### src/rtl/execute_stage.sv
// Execute stage of the 5-stage pipeline: operand forwarding, 19-bit ALU,
// branch/jump resolution and the EX/MEM pipeline register.
module execute_stage #(
  parameter int DATA_W = 19,
  parameter int PC_W   = 15,
  parameter int REG_W  = 5
) (
  input  logic              clk,
  input  logic              reset,
  input  logic              RegWriteE,
  input  logic              MemWriteE,
  input  logic              JumpE,
  input  logic              ALUSrcE,
  input  logic [1:0]        BranchE,
  input  logic              ResultSrcE,
  input  logic [2:0]        ALUControlE,
  input  logic [DATA_W-1:0] RD1E,
  input  logic [DATA_W-1:0] RD2E,
  input  logic [DATA_W-1:0] ImmExtE,
  input  logic [PC_W-1:0]   PCE,
  input  logic [REG_W-1:0]  RDE,
  input  logic              Cant_ByteE,
  input  logic [1:0]        ForwardAE,
  input  logic [1:0]        ForwardBE,
  input  logic [DATA_W-1:0] ResultW,
  input  logic              StallM,
  input  logic              FlushE,
  output logic              PCSrcE,
  output logic [PC_W-1:0]   PCTargetE,
  output logic              RegWriteM,
  output logic              MemWriteM,
  output logic              ResultSrcM,
  output logic              Cant_ByteM,
  output logic [DATA_W-1:0] ALUResultM,
  output logic [DATA_W-1:0] WriteDataM,
  output logic [REG_W-1:0]  RdM
);

  localparam logic [1:0] FWD_RESULT_W = 2'b01;
  localparam logic [1:0] FWD_ALU_M    = 2'b10;

  localparam logic [1:0] BR_BEQ = 2'b01;
  localparam logic [1:0] BR_BNE = 2'b10;
  localparam logic [1:0] BR_BLT = 2'b11;

  localparam logic [2:0] ALU_ADD = 3'b000;
  localparam logic [2:0] ALU_SUB = 3'b001;
  localparam logic [2:0] ALU_AND = 3'b010;
  localparam logic [2:0] ALU_OR  = 3'b011;
  localparam logic [2:0] ALU_XOR = 3'b100;
  localparam logic [2:0] ALU_SLL = 3'b101;
  localparam logic [2:0] ALU_SRL = 3'b110;
  localparam logic [2:0] ALU_SLT = 3'b111;

  localparam logic [4:0] SHAMT_LIMIT = 5'(DATA_W);

  logic [DATA_W-1:0] src_a;
  logic [DATA_W-1:0] fwd_b;
  logic [DATA_W-1:0] src_b;
  logic [DATA_W-1:0] alu_result;
  logic [4:0]        shamt;
  logic              branch_taken;

  // Encoding 11 falls back to the register file value, same as 00.
  always_comb begin
    src_a = RD1E;
    case (ForwardAE)
      FWD_RESULT_W: src_a = ResultW;
      FWD_ALU_M:    src_a = ALUResultM;
      default:      src_a = RD1E;
    endcase
  end

  always_comb begin
    fwd_b = RD2E;
    case (ForwardBE)
      FWD_RESULT_W: fwd_b = ResultW;
      FWD_ALU_M:    fwd_b = ALUResultM;
      default:      fwd_b = RD2E;
    endcase
  end

  assign src_b = ALUSrcE ? ImmExtE : fwd_b;
  assign shamt = src_b[4:0];

  always_comb begin
    alu_result = '0;
    case (ALUControlE)
      ALU_ADD: alu_result = src_a + src_b;
      ALU_SUB: alu_result = src_a - src_b;
      ALU_AND: alu_result = src_a & src_b;
      ALU_OR:  alu_result = src_a | src_b;
      ALU_XOR: alu_result = src_a ^ src_b;
      ALU_SLL: alu_result = (shamt >= SHAMT_LIMIT) ? '0 : (src_a << shamt);
      ALU_SRL: alu_result = (shamt >= SHAMT_LIMIT) ? '0 : (src_a >> shamt);
      ALU_SLT: alu_result = {{(DATA_W-1){1'b0}}, ($signed(src_a) < $signed(src_b))};
      default: alu_result = '0;
    endcase
  end

  // Branch compare ignores ALUSrcE: it always uses the forwarded register operand.
  always_comb begin
    branch_taken = 1'b0;
    case (BranchE)
      BR_BEQ:  branch_taken = (src_a == fwd_b);
      BR_BNE:  branch_taken = (src_a != fwd_b);
      BR_BLT:  branch_taken = ($signed(src_a) < $signed(fwd_b));
      default: branch_taken = 1'b0;
    endcase
  end

  assign PCSrcE    = ~FlushE & (JumpE | branch_taken);
  assign PCTargetE = PCE + ImmExtE[PC_W-1:0];

  // Stall outranks flush so a squashed EX instruction cannot overwrite a held M stage.
  always_ff @(posedge clk or negedge reset) begin
    if (!reset) begin
      RegWriteM  <= 1'b0;
      MemWriteM  <= 1'b0;
      ResultSrcM <= 1'b0;
      Cant_ByteM <= 1'b0;
      ALUResultM <= '0;
      WriteDataM <= '0;
      RdM        <= '0;
    end else if (!StallM) begin
      if (FlushE) begin
        RegWriteM  <= 1'b0;
        MemWriteM  <= 1'b0;
        ResultSrcM <= 1'b0;
        Cant_ByteM <= 1'b0;
        ALUResultM <= '0;
        WriteDataM <= '0;
        RdM        <= '0;
      end else begin
        RegWriteM  <= RegWriteE;
        MemWriteM  <= MemWriteE;
        ResultSrcM <= ResultSrcE;
        Cant_ByteM <= Cant_ByteE;
        ALUResultM <= alu_result;
        WriteDataM <= fwd_b;
        RdM        <= RDE;
      end
    end
  end

endmodule

### config.mk
export PLATFORM = sky130hd
export DESIGN_NAME = execute_stage
export DESIGN_NICKNAME = d
export VERILOG_FILES = /design/src/rtl/execute_stage.sv
export SDC_FILE = /design/constraint.sdc
export NUM_CORES = 1
export LEC_CHECK = 0
export CAP_MARGIN = 40
export CORE_MARGIN = 2
export CORE_UTILIZATION = 45
export CTS_CLUSTER_DIAMETER = 120
export DETAILED_ROUTE_END_ITERATION = 6
export DONT_BUFFER_PORTS = 1
export PLACE_DENSITY = 0.66
export SYNTH_ARGS = -nofsm -noshare
export SYNTH_HDL_FRONTEND = slang
export SYNTH_SLANG_ARGS = --single-unit
### constraint.sdc
create_clock -name clk -period 4.15 [get_ports clk]
set_input_delay 0.83 -clock clk [delete_from_list [all_inputs] [get_ports clk]]
set_output_delay 0.83 -clock clk [all_outputs]
set_load 0.02 [all_outputs]
**Run 1: supply network**

The bar under the picture is 50 µm long. Pins as bars on the die edge.
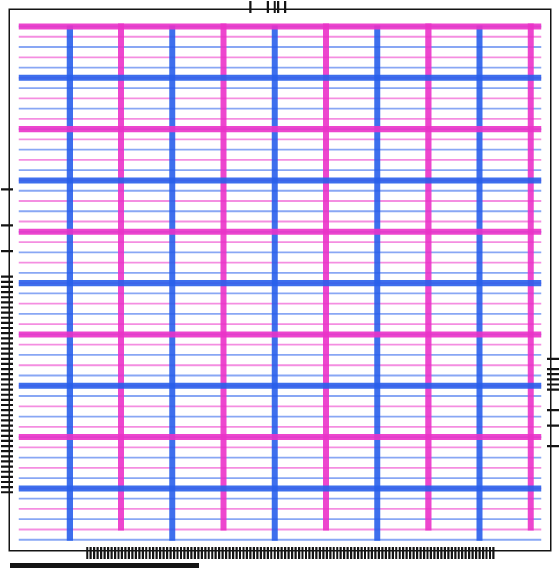
Key: blue = VSS; magenta = VDD
The core has 50 rows. 51 met1 rails follow the rows.
die x size: 143 µm
worst vdd rail ir drop: 0.000178 V

**Run 1: placed cells, one color a class**

The bar under the picture is 50 µm long.
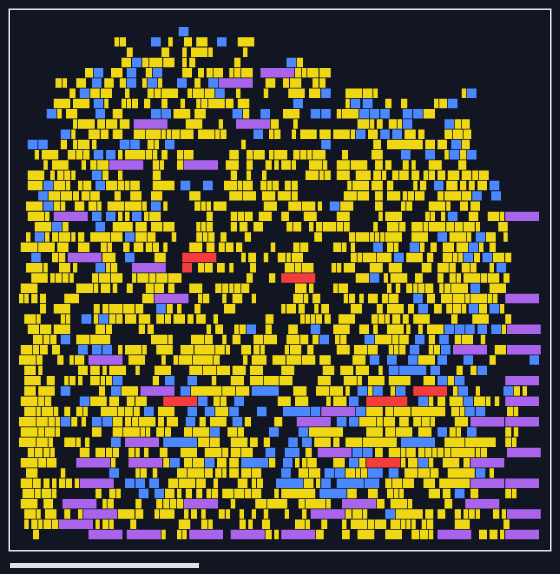
Key: blue = other buffers and delay cells [cells 200, share of their area 16%]; yellow = combinational and other logic [cells 1,076, share of their area 71%]; purple = flops [cells 47, share of their area 11%]; red = clock drivers and dummy loads [cells 7, share of their area 1.6%]

==> impl_metrics.csv, run 1 <==
group,metric,value,unit
synthesis,proportion_of_synthesized_chip_area_in_sequential_cells,0.135,
layout,num_antenna_cells,0,
worst_setup_path,timing.reg2reg.setup_slack,440,ps
placement,placement.io_buffers,0,
worst_setup_path,worst-setup-path-type,"primary input to output pin",
routing,route.met3.wl,4.13,mm
layout,design.seq.count,47,
power,net-switching-power,1.57,mW
placement,place_congestion,1.05,
routing,detail_route.drc_violations,0,
synthesis,most_common_cell,"sky130_fd_sc_hd__nand2_1",
synthesis,yosys_warnings,0,
power,pg_clk,507,µW
routing,postRouteAntennaNets,0,
synthesis,area_share_of_the_largest_cell_type_after_synthesis,0.137,
layout,comb_area_frac,0.655,
global_route,globalRouteTotalUtil,0.385,
synthesis,synthFlopType,"sky130_fd_sc_hd__dfrtp_1",
power,power_switching_share,0.480,
status,run_status,"complete, no violations",
layout,bufAreaShareNonClock,0.154,
run,drv_cap,0,
clock_tree,cts_setup_buffers,1,
routing,met2_length,17.2,mm
synthesis,synth_stat.cells,1210,
clock_tree,cts_max_level,2,
final_timing,fin_ws,40.1,ps
power,internal_power,1.70,mW
placement,dpl.hpwl,31.2,mm
global_route,use_met2,0.591,
clock_tree,clk_tree_root_cell,"sky130_fd_sc_hd__clkbuf_16",
clock_tree,postCtsResizedCells,7,
global_route,grt_util_met3,0.0758,
floorplan,site_row_count,50,
power,power_density,308,nW/µm²
power,power_leakage,4.76,nW
floorplan,pin_count,178,
layout,seq-cell-share,0.111,
final_timing,hold_viol,0,
layout,combGateArea,6930,µm²
layout,clockNetworkAreaShare,0.0154,
layout,flop_area,1180,µm²
floorplan,die_area,20500,µm²
synthesis,synth-edff-count,0,
global_route,antenna_violations_before_repair,0,
routing,dr_total_vias,10410,
clock_tree,cts_hold_buffers,0,
clock_tree,clkLatencyLatePin,320,ps
floorplan,fp_util,0.462,
synthesis,avgSynthCellArea,7.19,µm²
layout,syn2layout_area_growth,21.6,%
layout,clockBufferCount,5,
routing,drtIter0Drc,1216,
layout,mostFrequentLayoutCell,"sky130_fd_sc_hd__buf_4",
routing,wirelength,40.2,mm
worst_setup_path,cp_num_buf_inv,5,
clock_tree,cts_buffers,5,
placement,preCtsSetupSlack,-168,ps
worst_setup_path,path_depth,13,
placement,placedCellCount,1573,
synthesis,synth.distinct_cells,86,
global_route,grt_util_met1,0.494,
power,pwr.group.combinational,2.15,mW
synthesis,synthesis.area,8710,µm²
worst_setup_path,timing.critical_path.mode_cell,"sky130_fd_sc_hd__buf_12",
layout,num-fill-cells,1791,
worst_setup_path,cp-endpoint,"PCSrcE",
power,top_power_group,"combinational logic",
**Run 1: routed clock nets over the placement**

The bar under the picture is 50 µm long.
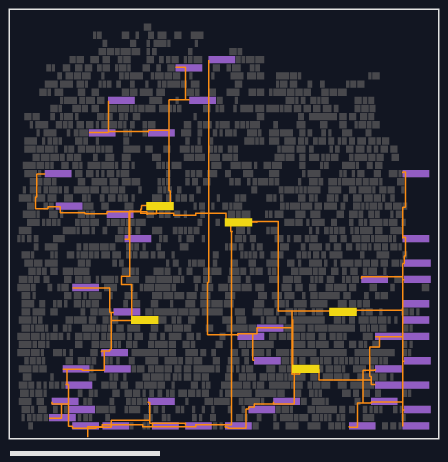
Key: orange = clock wires [length 1,050 µm]; yellow = clock drivers [count 5]; purple = flip-flops [count 47]
There are 6 routed clock nets.

run 1: logic make-up (layout without fill, tap and decap cells):
logic type,Yosys count,in the layout,synth area share
AOI/OAI and AO/OA,445,445,0.333
and+or+nand+nor,330,330,0.175
buffers and inverters,177,297,0.0875
adders and majority gates,96,96,0.139
muxes,78,78,0.0933
DFF,47,47,0.135
xor gates and xnor gates,37,37,0.0372
run 1: stage by stage:
stage	hold WS, ps	power (mW)	setup TNS, ps	utilization	instance area (µm²)
2_1_floorplan	534	1.87	0	-	8730
6_report	193	3.26	0	0.562	10600
3_5_place_dp	535	2.62	-641	0.539	10100
5_1_grt	191	3.42	-6.35	0.562	10600
3_3_place_gp	535	2.61	-255	0.539	10100
4_1_cts	190	3.15	0	0.549	10300
## Run 2: what changed since run 1
- clock period: 4.15 -> 3.45 ns (I/O delays scaled with it)
**Run 2: placed cells, one color a class**

The bar under the picture is 50 µm long.
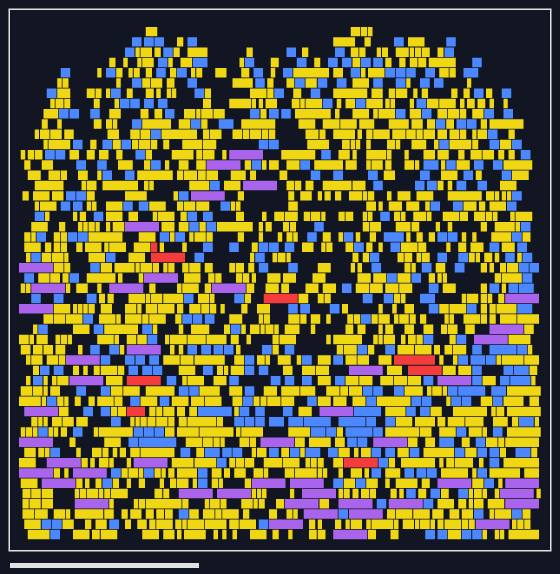
Key: yellow = combinational and other logic [cells 1,076, share of their area 66%]; purple = flops [cells 47, share of their area 9.5%]; blue = other buffers and delay cells [cells 359, share of their area 23%]; red = clock drivers and dummy loads [cells 8, share of their area 1.4%]
site row count: 50
Core Footprint: 18,800 µm²
final design instance area without fill: 12,700 µm²
Seq area share: 0.0923
utilization after layout: 0.677

==> impl_metrics.csv, run 2 <==
group,metric,value,unit
power,pg_clk,630,µW
final_timing,clock.fmax,0.274,GHz
worst_setup_path,cp.arrival,2960,ps
power,power_switching_share,0.462,
power,worst_vdd_rail_ir_drop,0.000203,V
worst_setup_path,cp-endpoint,"PCSrcE",
routing,top_layer,"met4",
routing,postRouteAntennaNets,0,
clock_tree,cts_max_level,2,
clock_tree,cts_buffers,5,
worst_setup_path,worstSetupStartpointType,"primary input",
final_timing,setup_viol,11,
routing,dr_total_vias,11224,
clock_tree,clk_pin_slew_worst_paths,80,ps
global_route,antenna_violations_before_repair,0,
global_route,globalRouteTotalUtil,0.410,
layout,layout_top_cells_excl_fill_tap,"sky130_fd_sc_hd__buf_4 (331), sky130_fd_sc_hd__nand2_1 (130), sky130_fd_sc_hd__a21oi_1 (101), sky130_fd_sc_hd__inv_1 (78), sky130_fd_sc_hd__ha_1 (71)",
synthesis,post_synth_xor_area_fraction,0.0372,
synthesis,synth_nets,1421,
worst_setup_path,timing.reg2reg.setup_slack,-10,ps
worst_setup_path,cp_num_buf_inv,3,
synthesis,synthFlopType,"sky130_fd_sc_hd__dfrtp_1",
synthesis,yosys_warnings,0,
routing,met2_length,19.9,mm
synthesis,yosysTopAreaCell,"sky130_fd_sc_hd__ha_1",
routing,drtIter0Drc,1251,
worst_setup_path,largest_fanout_on_the_critical_path,6,
placement,dpl.hpwl,32.6,mm
layout,largestRegisters,"ALUResultM (19), WriteDataM (19), RdM (5)",
placement,placement.io_buffers,0,
global_route,grt_pass1_vias,10801,
placement,place_congestion,1.05,
layout,final_layout_size_suffix_gt1_frac,0.358,
synthesis,simple_gate_portion_of_the_synthesized_area,0.175,
worst_setup_path,r2r.worst_path.cells,14,
routing,drt-vias-per-instance,6.41,
worst_setup_path,reg2reg_to,"ALUResultM[12]",
status,run_status,"finished with violations",
worst_setup_path,crit_path_max_incr_delay,330,ps
power,comb_power_share,0.718,
worst_setup_path,critical_path_slowest_stage_cell,"sky130_fd_sc_hd__ha_4",
worst_setup_path,worst-endpoint-required,2760,ps
layout,final_net_count,1700,
final_timing,fin_ws,-201,ps
routing,route.met3.wl,3.91,mm
final_timing,rsz0062_at_grt,"yes",
routing,route.layer.met1.wl,17.5,mm
final_timing,timing.slew.headroom,0.507,
floorplan,floorplan.die.width,143,µm
global_route,first_pass_grt_wire_length,63.7,mm
synthesis,netlist_top_cells_area,"sky130_fd_sc_hd__ha_1 (14%), sky130_fd_sc_hd__dfrtp_1 (14%), sky130_fd_sc_hd__mux2i_1 (7.8%)",
run,warnings,68,
clock_tree,clk_tree_root_cell,"sky130_fd_sc_hd__clkbuf_16",
power,pwr.group.combinational,3.41,mW
routing,first_pass_iters,5,
power,p_clk_frac,0.133,
synthesis,proportion_of_synthesized_chip_area_in_sequential_cells,0.135,
final_timing,worst_slew_pin_slew,740,ps
clock_tree,numClockSinks,47,
floorplan,die-height,143,µm
power,power_leakage,5.71,nW
worst_hold_path,hold_path.class,"primary input to async pin",
clock_tree,cts_setup_buffers,23,
layout,syn2layout_area_growth,46.4,%
worst_setup_path,cp_top_family,"AND-OR/OR-AND gates",
final_timing,fin_crit_sh,1.06,
synthesis,yosys_area,8710,µm²
synthesis,synthesis.instances,1210,
clock_tree,cts-root-to-sink-buffers,2,
power,net-switching-power,2.19,mW
clock_tree,postCtsResizedCells,87,
placement,placedCellCount,1690,
routing,detail_route.wl_per_cell,25.0,µm
synthesis,synth-edff-count,0,
synthesis,compound_share_synth,0.333,
final_timing,final_max_slew_viol_count,0,
power,powerSeq,709,µW
routing,wirelength,43.8,mm
power,power_density,373,nW/µm²
synthesis,ys.flops,47,
synthesis,avgSynthCellArea,7.19,µm²
worst_setup_path,path_cells,"inv_8 > ha_4 > buf_8 > mux2i_4 > ha_4 > nor2b_4 > o21ai_2 > a21oi_2 > a211oi_2 > buf_4 > o21ai_4 > a31oi_4 > o21ai_4 > a21oi_4",
placement,preCtsSetupSlack,-783,ps
worst_setup_path,worst_setup_path_end_kind,"output pin",
synthesis,area_share_of_the_largest_cell_type_after_synthesis,0.137,
power,internal_power,2.56,mW
worst_setup_path,timing.rr.start,"ALUResultM[5]",
layout,post_layout_nonfiller_instances,1750,
synthesis,synth.comb.largest_family,"AND-OR/OR-AND gates",
run,drv_cap,0,
synthesis,synthesis.area,8710,µm²
routing,detail_route.drc_violations,0,
synthesis,ys_sh_adder,0.139,
worst_setup_path,path_depth,14,
power,sequentialPowerShare,0.149,
worst_setup_path,startpoint,"ForwardBE[0]",
clock_tree,tritoncts,"built",
synthesis,post_synth_most_frequent_cells,"sky130_fd_sc_hd__nand2_1 (134), sky130_fd_sc_hd__a21oi_1 (117), sky130_fd_sc_hd__ha_1 (95)",
status,failing_checks,"negative setup slack",
layout,num_antenna_cells,0,
power,top_power_group,"combinational logic",
synthesis,ys_sh_mux,0.0933,
final_timing,min_period,3650,ps
global_route,globalRoute.totalOverflow,0,
layout,mostFrequentLayoutCell,"sky130_fd_sc_hd__buf_4",
final_timing,timing.clock.skew,12.6,ps
synthesis,synth.distinct_cells,86,
floorplan,die_area,20500,µm²
final_timing,hold_viol,0,
worst_setup_path,worst-setup-path-type,"primary input to output pin",
clock_tree,clkLatencyLatePin,320,ps
global_route,grt_max_degree,64,
floorplan,pin_count,178,
synthesis,most_common_cell,"sky130_fd_sc_hd__nand2_1",
clock_tree,cts_hold_buffers,0,
power,power.total,4.75,mW
floorplan,fp_util,0.462,
synthesis,synthArstFlopShare,1.00,
layout,num-fill-cells,1612,
synthesis,synth_stat.cells,1210,
[run 2: cell counts after synthesis]
Identical to the previous run, type by type.
[run 2: stage by stage]
step	TNS (ps)	cell area, µm²	hold WS (ps)
after floorplan	-1890	9090	394
after global placement	-6710	11200	396
after detailed placement	-7760	11200	396
after CTS	-1350	12100	56.7
after global routing	-2290	12700	53.2
final	-1250	12700	58.3
[run 2: layer usage]
layer | vias to the layer above | GRT usage
li1 | 4988 | -
met3 | 151 | 0.0634
met1 | 5360 | 0.529
met4 | 0 | 0.208
met2 | 725 | 0.664
met5 | - | 0
[run 2: cell type report]
class                   count  area (µm²)  share of cell area
inverters                  90         367              0.0288
multi-input cells         986        7810               0.613
clock buffers               6         139              0.0109
flip-flops and latches     47        1180              0.0923
well taps                 260         325              0.0255
repair buffers            359        2890               0.227
clock inverters             2        35.0             0.00275
## Run 3: what changed since run 2
==> constraint.sdc (replaced) <==
create_clock -name clk -period 3.45 [get_ports clk]
set_input_delay 0.5175 -clock clk [delete_from_list [all_inputs] [get_ports clk]]
set_output_delay 0.5175 -clock clk [all_outputs]
set_load 0.02 [all_outputs]
**Run 3: placed cells, one color a class**

The bar under the picture is 50 µm long.
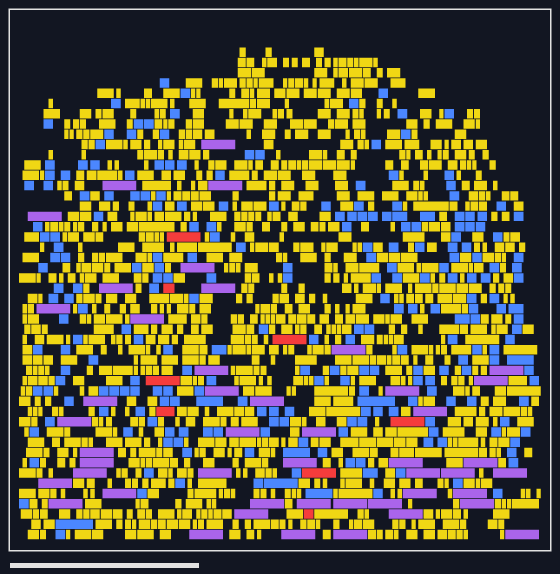
Key: blue = other buffers and delay cells [cells 247, share of their area 18%]; purple = flops [cells 47, share of their area 11%]; red = clock drivers and dummy loads [cells 8, share of their area 1.4%]; yellow = combinational and other logic [cells 1,076, share of their area 70%]

==> impl_metrics.csv, run 3 <==
group,metric,value,unit
status,run_status,"complete, no violations",
floorplan,die_area,20500,µm²
final_timing,hold_viol,0,
final_timing,rsz0062_at_grt,"yes",
final_timing,clock.fmax,0.290,GHz
worst_setup_path,r2r.worst_path.cells,16,
final_timing,worst_slew_pin_slew,911,ps
global_route,first_pass_grt_wire_length,60.7,mm
global_route,grt.busiest_layer,"met2",
routing,detail_route.wl_per_cell,25.3,µm
final_timing,min_period,3450,ps
routing,detail_route.drc_violations,0,
final_timing,fin_crit_sh,0.999,
clock_tree,clk_pin_slew_worst_paths,80,ps
clock_tree,numClockSinks,47,
final_timing,timing.clock.skew,9.21,ps
synthesis,yosys_area,8710,µm²
layout,fin_area,11200,µm²
synthesis,synth.distinct_cells,86,
synthesis,post_synth_most_frequent_cells,"sky130_fd_sc_hd__nand2_1 (134), sky130_fd_sc_hd__a21oi_1 (117), sky130_fd_sc_hd__ha_1 (95)",
routing,drtIter0Drc,1224,
final_timing,fin_ws,2.28,ps
layout,final_net_count,1588,
routing,route.met3.wl,4.58,mm
final_timing,setup_viol,0,
worst_setup_path,cp_top_family,"simple AND/OR/NAND/NOR gates",
run,drv_cap,0,
floorplan,die-height,143,µm
synthesis,synthArstFlopShare,1.00,
floorplan,fp_util,0.462,
layout,mostFrequentLayoutCell,"sky130_fd_sc_hd__buf_4",
worst_setup_path,startpoint,"ALUResultM[10]",
worst_hold_path,hold_path.class,"primary input to async pin",
layout,final_layout_size_suffix_gt1_frac,0.265,
routing,drt-vias-per-instance,6.63,
synthesis,post_synth_xor_area_fraction,0.0372,
synthesis,synth.comb.largest_family,"AND-OR/OR-AND gates",
routing,route.layer.met1.wl,16.1,mm
global_route,grt_util_met1,0.503,
layout,layout_top_cells_excl_fill_tap,"sky130_fd_sc_hd__buf_4 (234), sky130_fd_sc_hd__nand2_1 (133), sky130_fd_sc_hd__a21oi_1 (109), sky130_fd_sc_hd__o21ai_0 (83), sky130_fd_sc_hd__inv_1 (81)",
global_route,antenna_violations_before_repair,0,
floorplan,pin_count,178,
global_route,grt_max_degree,64,
placement,postPlaceCellArea,10600,µm²
global_route,use_met2,0.611,
synthesis,proportion_of_synthesized_chip_area_in_sequential_cells,0.135,
worst_setup_path,largest_fanout_on_the_critical_path,7,
worst_setup_path,cp-endpoint,"PCSrcE",
clock_tree,tritoncts,"built",
final_timing,fin_hold_ws,54.9,ps
clock_tree,clkLatencyLatePin,310,ps
power,power_leakage,5.04,nW
floorplan,floorplan.die.width,143,µm
routing,postRouteAntennaNets,0,
power,pg_clk,557,µW
routing,top_layer,"met4",
clock_tree,cts_max_level,2,
clock_tree,cts-root-to-sink-buffers,2,
clock_tree,clk_tree_root_cell,"sky130_fd_sc_hd__clkbuf_16",
power,top_power_group,"combinational logic",
power,powerSeq,703,µW
synthesis,ys_sh_mux,0.0933,
synthesis,ys_sh_adder,0.139,
worst_setup_path,worst_setup_path_end_kind,"output pin",
synthesis,simple_gate_portion_of_the_synthesized_area,0.175,
layout,post_layout_nonfiller_instances,1638,
synthesis,compound_share_synth,0.333,
layout,largestRegisters,"ALUResultM (19), WriteDataM (19), RdM (5)",
final_timing,timing.slew.headroom,0.390,
final_timing,setup-tns-final,0,ps
synthesis,synth-edff-count,0,
power,net-switching-power,2.01,mW
synthesis,synthesis.instances,1210,
layout,final_util,0.597,
floorplan,coreArea,18800,µm²
synthesis,yosysTopAreaCell,"sky130_fd_sc_hd__ha_1",
worst_setup_path,worst-setup-path-type,"flop to output pin",
worst_setup_path,critical_path_slowest_stage_cell,"sky130_fd_sc_hd__dfrtp_1",
placement,placedCellCount,1617,
power,power.total,4.14,mW
layout,syn2layout_area_growth,29.0,%
worst_setup_path,path_depth,10,
synthesis,synth_nets,1421,
worst_setup_path,reg2reg_to,"ALUResultM[18]",
synthesis,synthFlopType,"sky130_fd_sc_hd__dfrtp_1",
routing,dr_total_vias,10858,
routing,wirelength,41.5,mm
synthesis,ys.flops,47,
routing,met2_length,17.8,mm
power,comb_power_share,0.696,
worst_setup_path,cp_num_buf_inv,2,
synthesis,yosys_warnings,0,
synthesis,synthesis.area,8710,µm²
synthesis,area_share_of_the_largest_cell_type_after_synthesis,0.137,
power,sequentialPowerShare,0.170,
worst_setup_path,crit_path_max_incr_delay,440,ps
synthesis,synth_stat.cells,1210,
worst_setup_path,timing.reg2reg.setup_slack,130,ps
power,internal_power,2.14,mW
synthesis,most_common_cell,"sky130_fd_sc_hd__nand2_1",
clock_tree,cts_buffers,5,
layout,num_antenna_cells,0,
power,power_switching_share,0.484,
placement,placement.io_buffers,0,
global_route,grt_util_met3,0.0795,
power,pwr.group.combinational,2.88,mW
synthesis,avgSynthCellArea,7.19,µm²
==> run 3: repair_timing <==
item                       CTS  global route
hold buffers                 1             0
gates resized               14            62
setup endpoints to repair    2            13
hold endpoints to repair    47             0
gates cloned                 1             1
setup buffers                1             9
pin swaps                    9            26
==> run 3: logic make-up (layout without fill, tap and decap cells) <==
| group | after synthesis | count (layout) |
|---|---|---|
| AOI/OAI and AO/OA | 445 | 445 |
| muxes | 78 | 78 |
| buffers and inverters | 177 | 345 |
| and+or+nand+nor | 330 | 330 |
| adders and majority gates | 96 | 96 |
| DFF | 47 | 47 |
| xor gates and xnor gates | 37 | 37 |
==> run 3: cell type report <==
class,count,area [µm²]
repair buffers,247,1980
well taps,260,325
clock buffers,6,139
clock inverters,2,16.3
fillers,1755,7600
inverters,90,362
multi-input cells,986,7230
flip-flops and latches,47,1180
Power figures rest on the tool's default switching activity, not on a simulated workload.
